### src/rtl/gray2rgb_pkg.sv
// -----------------------------------------------------------------------------
// gray2rgb_pkg
// Shared definitions for the grayscale-to-RGB frame sequencer:
//   - pixel / RGB widths and default frame geometry
//   - sequencer state encoding
//   - skid FIFO entry layout {last, rgb}
// -----------------------------------------------------------------------------
package gray2rgb_pkg;

    localparam int PIX_W     = 8;
    localparam int RGB_W     = 24;
    localparam int ENTRY_W   = RGB_W + 1;

    localparam int DEF_IMG_W = 640;
    localparam int DEF_IMG_H = 480;

    typedef enum logic [1:0] {
        IDLE  = 2'd0,
        RUN   = 2'd1,
        DRAIN = 2'd2,
        DONE  = 2'd3
    } state_e;

    typedef struct packed {
        logic             last;
        logic [RGB_W-1:0] rgb;
    } fifo_entry_t;

endpackage

### src/rtl/rgb_skid_fifo.sv
// -----------------------------------------------------------------------------
// rgb_skid_fifo
// Show-ahead FIFO that absorbs converter results while downstream stalls.
// The head entry is visible whenever valid_o is high; a read consumes it.
// Ports:
//   clk, rst     clock, asynchronous active-low reset
//   wr_en_i      write strobe, wr_data_i entry to store
//   rd_en_i      consume the head entry (ignored when empty)
//   valid_o      FIFO holds at least one entry
//   head_o       oldest entry
//   count_o      current occupancy (0..DEPTH)
// -----------------------------------------------------------------------------
module rgb_skid_fifo
    import gray2rgb_pkg::*;
#(
    parameter int DEPTH = 4,
    localparam int CNT_W = $clog2(DEPTH + 1)
) (
    input  logic               clk,
    input  logic               rst,
    input  logic               wr_en_i,
    input  logic [ENTRY_W-1:0] wr_data_i,
    input  logic               rd_en_i,
    output logic               valid_o,
    output logic [ENTRY_W-1:0] head_o,
    output logic [CNT_W-1:0]   count_o
);

    localparam int PTR_W = (DEPTH > 1) ? $clog2(DEPTH) : 1;

    logic [ENTRY_W-1:0] mem_q [DEPTH];
    logic [PTR_W-1:0]   wr_ptr_q;
    logic [PTR_W-1:0]   rd_ptr_q;
    logic [CNT_W-1:0]   count_q;
    logic               do_wr;
    logic               do_rd;

    // Pointers wrap explicitly so non-power-of-two depths work.
    function automatic logic [PTR_W-1:0] ptr_inc(input logic [PTR_W-1:0] p);
        return (p == PTR_W'(DEPTH - 1)) ? '0 : p + 1'b1;
    endfunction

    assign do_rd = rd_en_i && (count_q != '0);
    // A write into a full FIFO is only accepted when the head leaves the same cycle.
    assign do_wr = wr_en_i && ((count_q != CNT_W'(DEPTH)) || do_rd);

    always_ff @(posedge clk or negedge rst) begin
        if (!rst) begin
            wr_ptr_q <= '0;
            rd_ptr_q <= '0;
            count_q  <= '0;
        end else begin
            if (do_wr) wr_ptr_q <= ptr_inc(wr_ptr_q);
            if (do_rd) rd_ptr_q <= ptr_inc(rd_ptr_q);
            case ({do_wr, do_rd})
                2'b10:   count_q <= count_q + 1'b1;
                2'b01:   count_q <= count_q - 1'b1;
                default: count_q <= count_q;
            endcase
        end
    end

    // Storage carries data only, so it has no reset.
    always_ff @(posedge clk) begin
        if (do_wr) mem_q[wr_ptr_q] <= wr_data_i;
    end

    assign valid_o = (count_q != '0);
    assign head_o  = mem_q[rd_ptr_q];
    assign count_o = count_q;

endmodule

### src/rtl/gray2rgb_frame_ctrl.sv
// -----------------------------------------------------------------------------
// gray2rgb_frame_ctrl
// Scans one IMG_W x IMG_H grayscale frame in row-major order, feeds each pixel
// to an external 1-cycle grayscale_to_rgb converter and returns the results as
// a ready/valid RGB stream with a last-pixel flag. Reads are credit-limited so
// the non-stallable converter can never overrun the skid FIFO.
// Ports:
//   clk, rst                 clock, asynchronous active-low reset
//   start_i                  frame start (sampled in IDLE only)
//   busy_o, frame_done_o     frame in progress / one-cycle completion pulse
//   rd_en_o, rd_addr_o       frame-buffer read request
//   rd_data_i                read data, one cycle after rd_en_o
//   conv_gray_o, conv_valid_o        to converter
//   conv_{red,green,blue}_i, conv_valid_i  from converter
//   pix_rgb_o, pix_valid_o, pix_ready_i, pix_last_o  RGB output stream
// -----------------------------------------------------------------------------
module gray2rgb_frame_ctrl
    import gray2rgb_pkg::*;
#(
    parameter int IMG_W      = DEF_IMG_W,
    parameter int IMG_H      = DEF_IMG_H,
    parameter int ADDR_W     = 19,
    parameter int FIFO_DEPTH = 4
) (
    input  logic              clk,
    input  logic              rst,
    input  logic              start_i,
    output logic              busy_o,
    output logic              frame_done_o,
    output logic              rd_en_o,
    output logic [ADDR_W-1:0] rd_addr_o,
    input  logic [PIX_W-1:0]  rd_data_i,
    output logic [PIX_W-1:0]  conv_gray_o,
    output logic              conv_valid_o,
    input  logic [PIX_W-1:0]  conv_red_i,
    input  logic [PIX_W-1:0]  conv_green_i,
    input  logic [PIX_W-1:0]  conv_blue_i,
    input  logic              conv_valid_i,
    output logic [RGB_W-1:0]  pix_rgb_o,
    output logic              pix_valid_o,
    input  logic              pix_ready_i,
    output logic              pix_last_o
);

    localparam int                NPIX      = IMG_W * IMG_H;
    localparam logic [ADDR_W-1:0] LAST_ADDR = ADDR_W'(NPIX - 1);
    localparam int                CNT_W     = $clog2(FIFO_DEPTH + 1);

    state_e             state_q;
    logic               busy_q;
    logic               done_q;
    logic [ADDR_W-1:0]  addr_q;

    logic               vld_p1_q;
    logic               vld_p2_q;
    logic               last_p1_q;
    logic               last_p2_q;

    logic               credit_ok;
    logic               issue;
    logic               issue_last;
    logic               pop;
    logic               last_hs;

    logic               fifo_valid;
    logic [ENTRY_W-1:0] fifo_head_raw;
    fifo_entry_t        fifo_head;
    logic [CNT_W-1:0]   fifo_count;

    // Reads issued in the two previous cycles are still in the memory/converter
    // path and will land in the FIFO regardless of downstream ready.
    assign credit_ok  = (32'(fifo_count) + 32'(vld_p1_q) + 32'(vld_p2_q)) < 32'(FIFO_DEPTH);
    assign issue      = (state_q == RUN) && credit_ok;
    assign issue_last = issue && (addr_q == LAST_ADDR);

    assign pop        = fifo_valid && pix_ready_i;
    assign last_hs    = pop && fifo_head.last;

    always_ff @(posedge clk or negedge rst) begin
        if (!rst) begin
            state_q <= IDLE;
            busy_q  <= 1'b0;
            done_q  <= 1'b0;
            addr_q  <= '0;
        end else begin
            done_q <= 1'b0;
            case (state_q)
                IDLE: begin
                    if (start_i) begin
                        state_q <= RUN;
                        busy_q  <= 1'b1;
                        addr_q  <= '0;
                    end
                end
                RUN: begin
                    if (issue) begin
                        // Address holds at the final pixel; no wrap.
                        if (issue_last) state_q <= DRAIN;
                        else            addr_q  <= addr_q + 1'b1;
                    end
                end
                DRAIN: begin
                    if (last_hs) begin
                        state_q <= DONE;
                        busy_q  <= 1'b0;
                        done_q  <= 1'b1;
                    end
                end
                DONE: begin
                    state_q <= IDLE;
                end
                default: begin
                    state_q <= IDLE;
                end
            endcase
        end
    end

    // Stage p1: read data returns from the frame buffer.
    // Stage p2: converter result arrives; the last bit rides alongside.
    always_ff @(posedge clk or negedge rst) begin
        if (!rst) begin
            vld_p1_q  <= 1'b0;
            vld_p2_q  <= 1'b0;
            last_p1_q <= 1'b0;
            last_p2_q <= 1'b0;
        end else begin
            vld_p1_q  <= issue;
            vld_p2_q  <= vld_p1_q;
            last_p1_q <= issue_last;
            last_p2_q <= last_p1_q;
        end
    end

    rgb_skid_fifo #(
        .DEPTH (FIFO_DEPTH)
    ) u_fifo (
        .clk       (clk),
        .rst       (rst),
        .wr_en_i   (conv_valid_i),
        .wr_data_i ({last_p2_q, conv_red_i, conv_green_i, conv_blue_i}),
        .rd_en_i   (pix_ready_i),
        .valid_o   (fifo_valid),
        .head_o    (fifo_head_raw),
        .count_o   (fifo_count)
    );

    assign fifo_head    = fifo_entry_t'(fifo_head_raw);

    assign busy_o       = busy_q;
    assign frame_done_o = done_q;
    assign rd_en_o      = issue;
    assign rd_addr_o    = addr_q;

    // Gray data is forced to 0 outside valid cycles so idle outputs stay quiet.
    assign conv_valid_o = vld_p1_q;
    assign conv_gray_o  = vld_p1_q ? rd_data_i : '0;

    assign pix_valid_o  = fifo_valid;
    assign pix_rgb_o    = fifo_valid ? fifo_head.rgb : '0;
    assign pix_last_o   = fifo_valid & fifo_head.last;

endmodule
### config.mk
export PLATFORM = sky130hd
export DESIGN_NAME = gray2rgb_frame_ctrl
export DESIGN_NICKNAME = d
export VERILOG_FILES = /design/src/rtl/gray2rgb_pkg.sv /design/src/rtl/rgb_skid_fifo.sv /design/src/rtl/gray2rgb_frame_ctrl.sv
export SDC_FILE = /design/constraint.sdc
export NUM_CORES = 1
export LEC_CHECK = 0
export CORE_MARGIN = 2
export CORE_UTILIZATION = 48
export CTS_CLUSTER_SIZE = 20
export DETAILED_ROUTE_END_ITERATION = 16
export PLACE_DENSITY = 0.84
export SETUP_SLACK_MARGIN = 0.15
export SLEW_MARGIN = 30
export SYNTH_ARGS = -nofsm -noshare
export SYNTH_HDL_FRONTEND = slang
export SYNTH_SLANG_ARGS = --single-unit
### constraint.sdc
create_clock -name clk -period 2 [get_ports clk]
set_input_delay 0.6 -clock clk [delete_from_list [all_inputs] [get_ports clk]]
set_output_delay 0.6 -clock clk [all_outputs]
set_load 0.005 [all_outputs]
==> impl_metrics.py <==
# Physical implementation metrics
metrics = {
    "timing": {
        "whs_ps": 473,
        "setup_violations": 45,
        "setup_ws_ps": -622,
        "fin_skew_ps": 9.87,
    },
    "clock_network": {
        "cts_sinks": 134,
        "cts_hold_buffers": 0,
        "clk_pin_slew_ps": 70,
    },
    "pwr": {
        "combPwrFrac_pct": 50.8,
        "leakage_uw": 0.00378,
        "intPower_uw": 9720,
        "pg_comb_uw": 7240,
    },
    "finish": {
        "layout.cells.most_common": "edfxtp_1",
        "drive_gt1_share_pct": 50.7,
    },
    "floorplanning": {
        "die_height_um": 115,
        "ios": 94,
    },
    "global_routing": {
        "grt_pass1_wl_mm": 25.8,
    },
    "status": {
        "violations": "setup timing",
        "status": "finished with violations",
    },
    "logic_synthesis": {
        "top_area_cell": "edfxtp_1",
    },
    "setup_path": {
        "crit_type": "reg2out",
        "endpoint_kind": "primary output",
    },
    "worst_hold_path": {
        "hold_depth": 0,
    },
}
-- cell type report --
cell class	instances	area, sq um	share of cell area [%]
Clock buffer	17	425	4.51
Timing Repair Buffer	234	2360	25.0
Clock inverter	15	154	1.63
Sequential cell	134	3860	40.9
Multi-Input combinational cell	232	2370	25.2
Inverter	13	53.8	0.570
Tap cell	168	210	2.23
-- worst max-delay path, cell delays in order, from the launching register on --
cell and delay [ps]:
dfrtp_2 520, clkbuf_16 210, buf_8 100, mux4_2 500, and2_4 160, buf_6 110
-- repair_timing --
item,in CTS,in global routing
cloned,3,1
endpoints found under the hold margin,0,0
setup endpoints to repair,177,164
gates resized,285,69
setup buffers,57,18
pin swaps,37,31
-- cells in the mapped netlist, drive strengths merged (3+ instances only) --
| cell | n |
|---|---|
| a21o | 5 |
| a21oi | 8 |
| a41oi | 3 |
| and2 | 39 |
| buf | 8 |
| clkbuf | 9 |
| dfrtp | 34 |
| edfxtp | 100 |
| ha | 11 |
| inv | 13 |
| mux2 | 4 |
| mux4 | 25 |
| nand2 | 23 |
| nand3 | 14 |
| nand4 | 9 |
| nor2 | 16 |
| nor3 | 8 |
| o211ai | 8 |
| o21ai | 11 |
| o31ai | 5 |
| or3 | 3 |
| or4 | 7 |
-- logic make-up (layout without fill, tap and decap cells) --
kind of cell	count (synthesis)	in the layout	synth area share, %
compound gates	54	55	6.75
xor+xnor	2	2	0.294
fa+ha+maj	12	12	2.64
buf+inv	30	279	2.31
flops	134	134	64.6
mux	31	31	10.7
simple gates	131	132	12.8
-- layer usage --
metal / vias up / global-route usage (%)
met2: 345 / 44.4
li1: 2011 / -
met1: 2417 / 33.3
met3: 103 / 4.86
met5: - / 0
met4: 0 / 12.5
==> images/class_map.png <==
Drawn at 3 px/um. Fill, decap, tap and diode cells in gray.
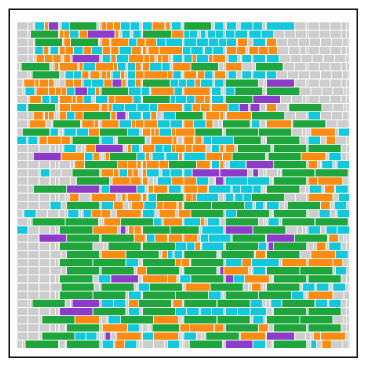
registers -> green  # cells 134
clock drivers and dummy loads -> purple  # cells 32
remaining logic cells -> orange  # cells 245
remaining buffers and delay cells -> cyan  # cells 234
row cnt: 40
flop share of the area: 40.9%

==> images/closeup.png <==
Region (45, 45) to (70, 70) um. Cells in gray, sequential cells in the stronger gray; small squares are vias.
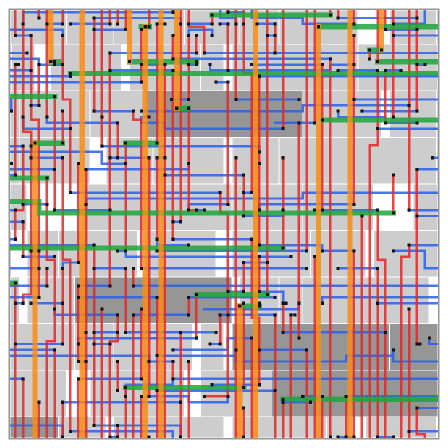
M1 -> blue
M4 -> orange
M3 -> green
M2 -> red
netlist names of flops here include = `u_fifo.wr_ptr_q` (2)
cells with their middle in the window = 50
most frequent = buf_6 (8), buf_4 (7), ha_1 (5)
sequential cells in the window = 4

==> images/clock_wires.png <==
Drawn at 4 px/um.
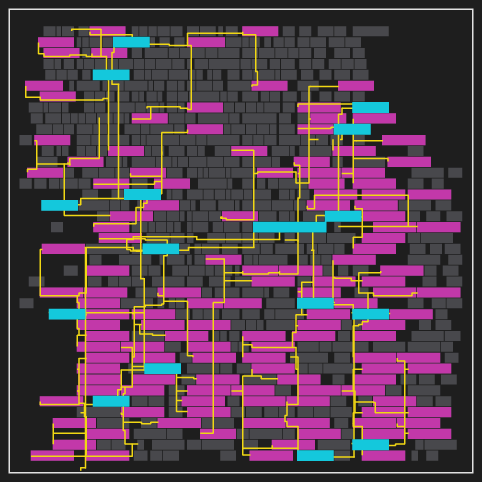
clock-net drivers -> cyan  # count 17
clock wires -> yellow  # length 1730 um
flip-flops -> magenta  # count 134
flops lie = all over the die
routed clock nets = 18
P_clk: 3090 uW
Insertion Delay late pin: 420 ps

Power is estimated from default activity; no workload was simulated.
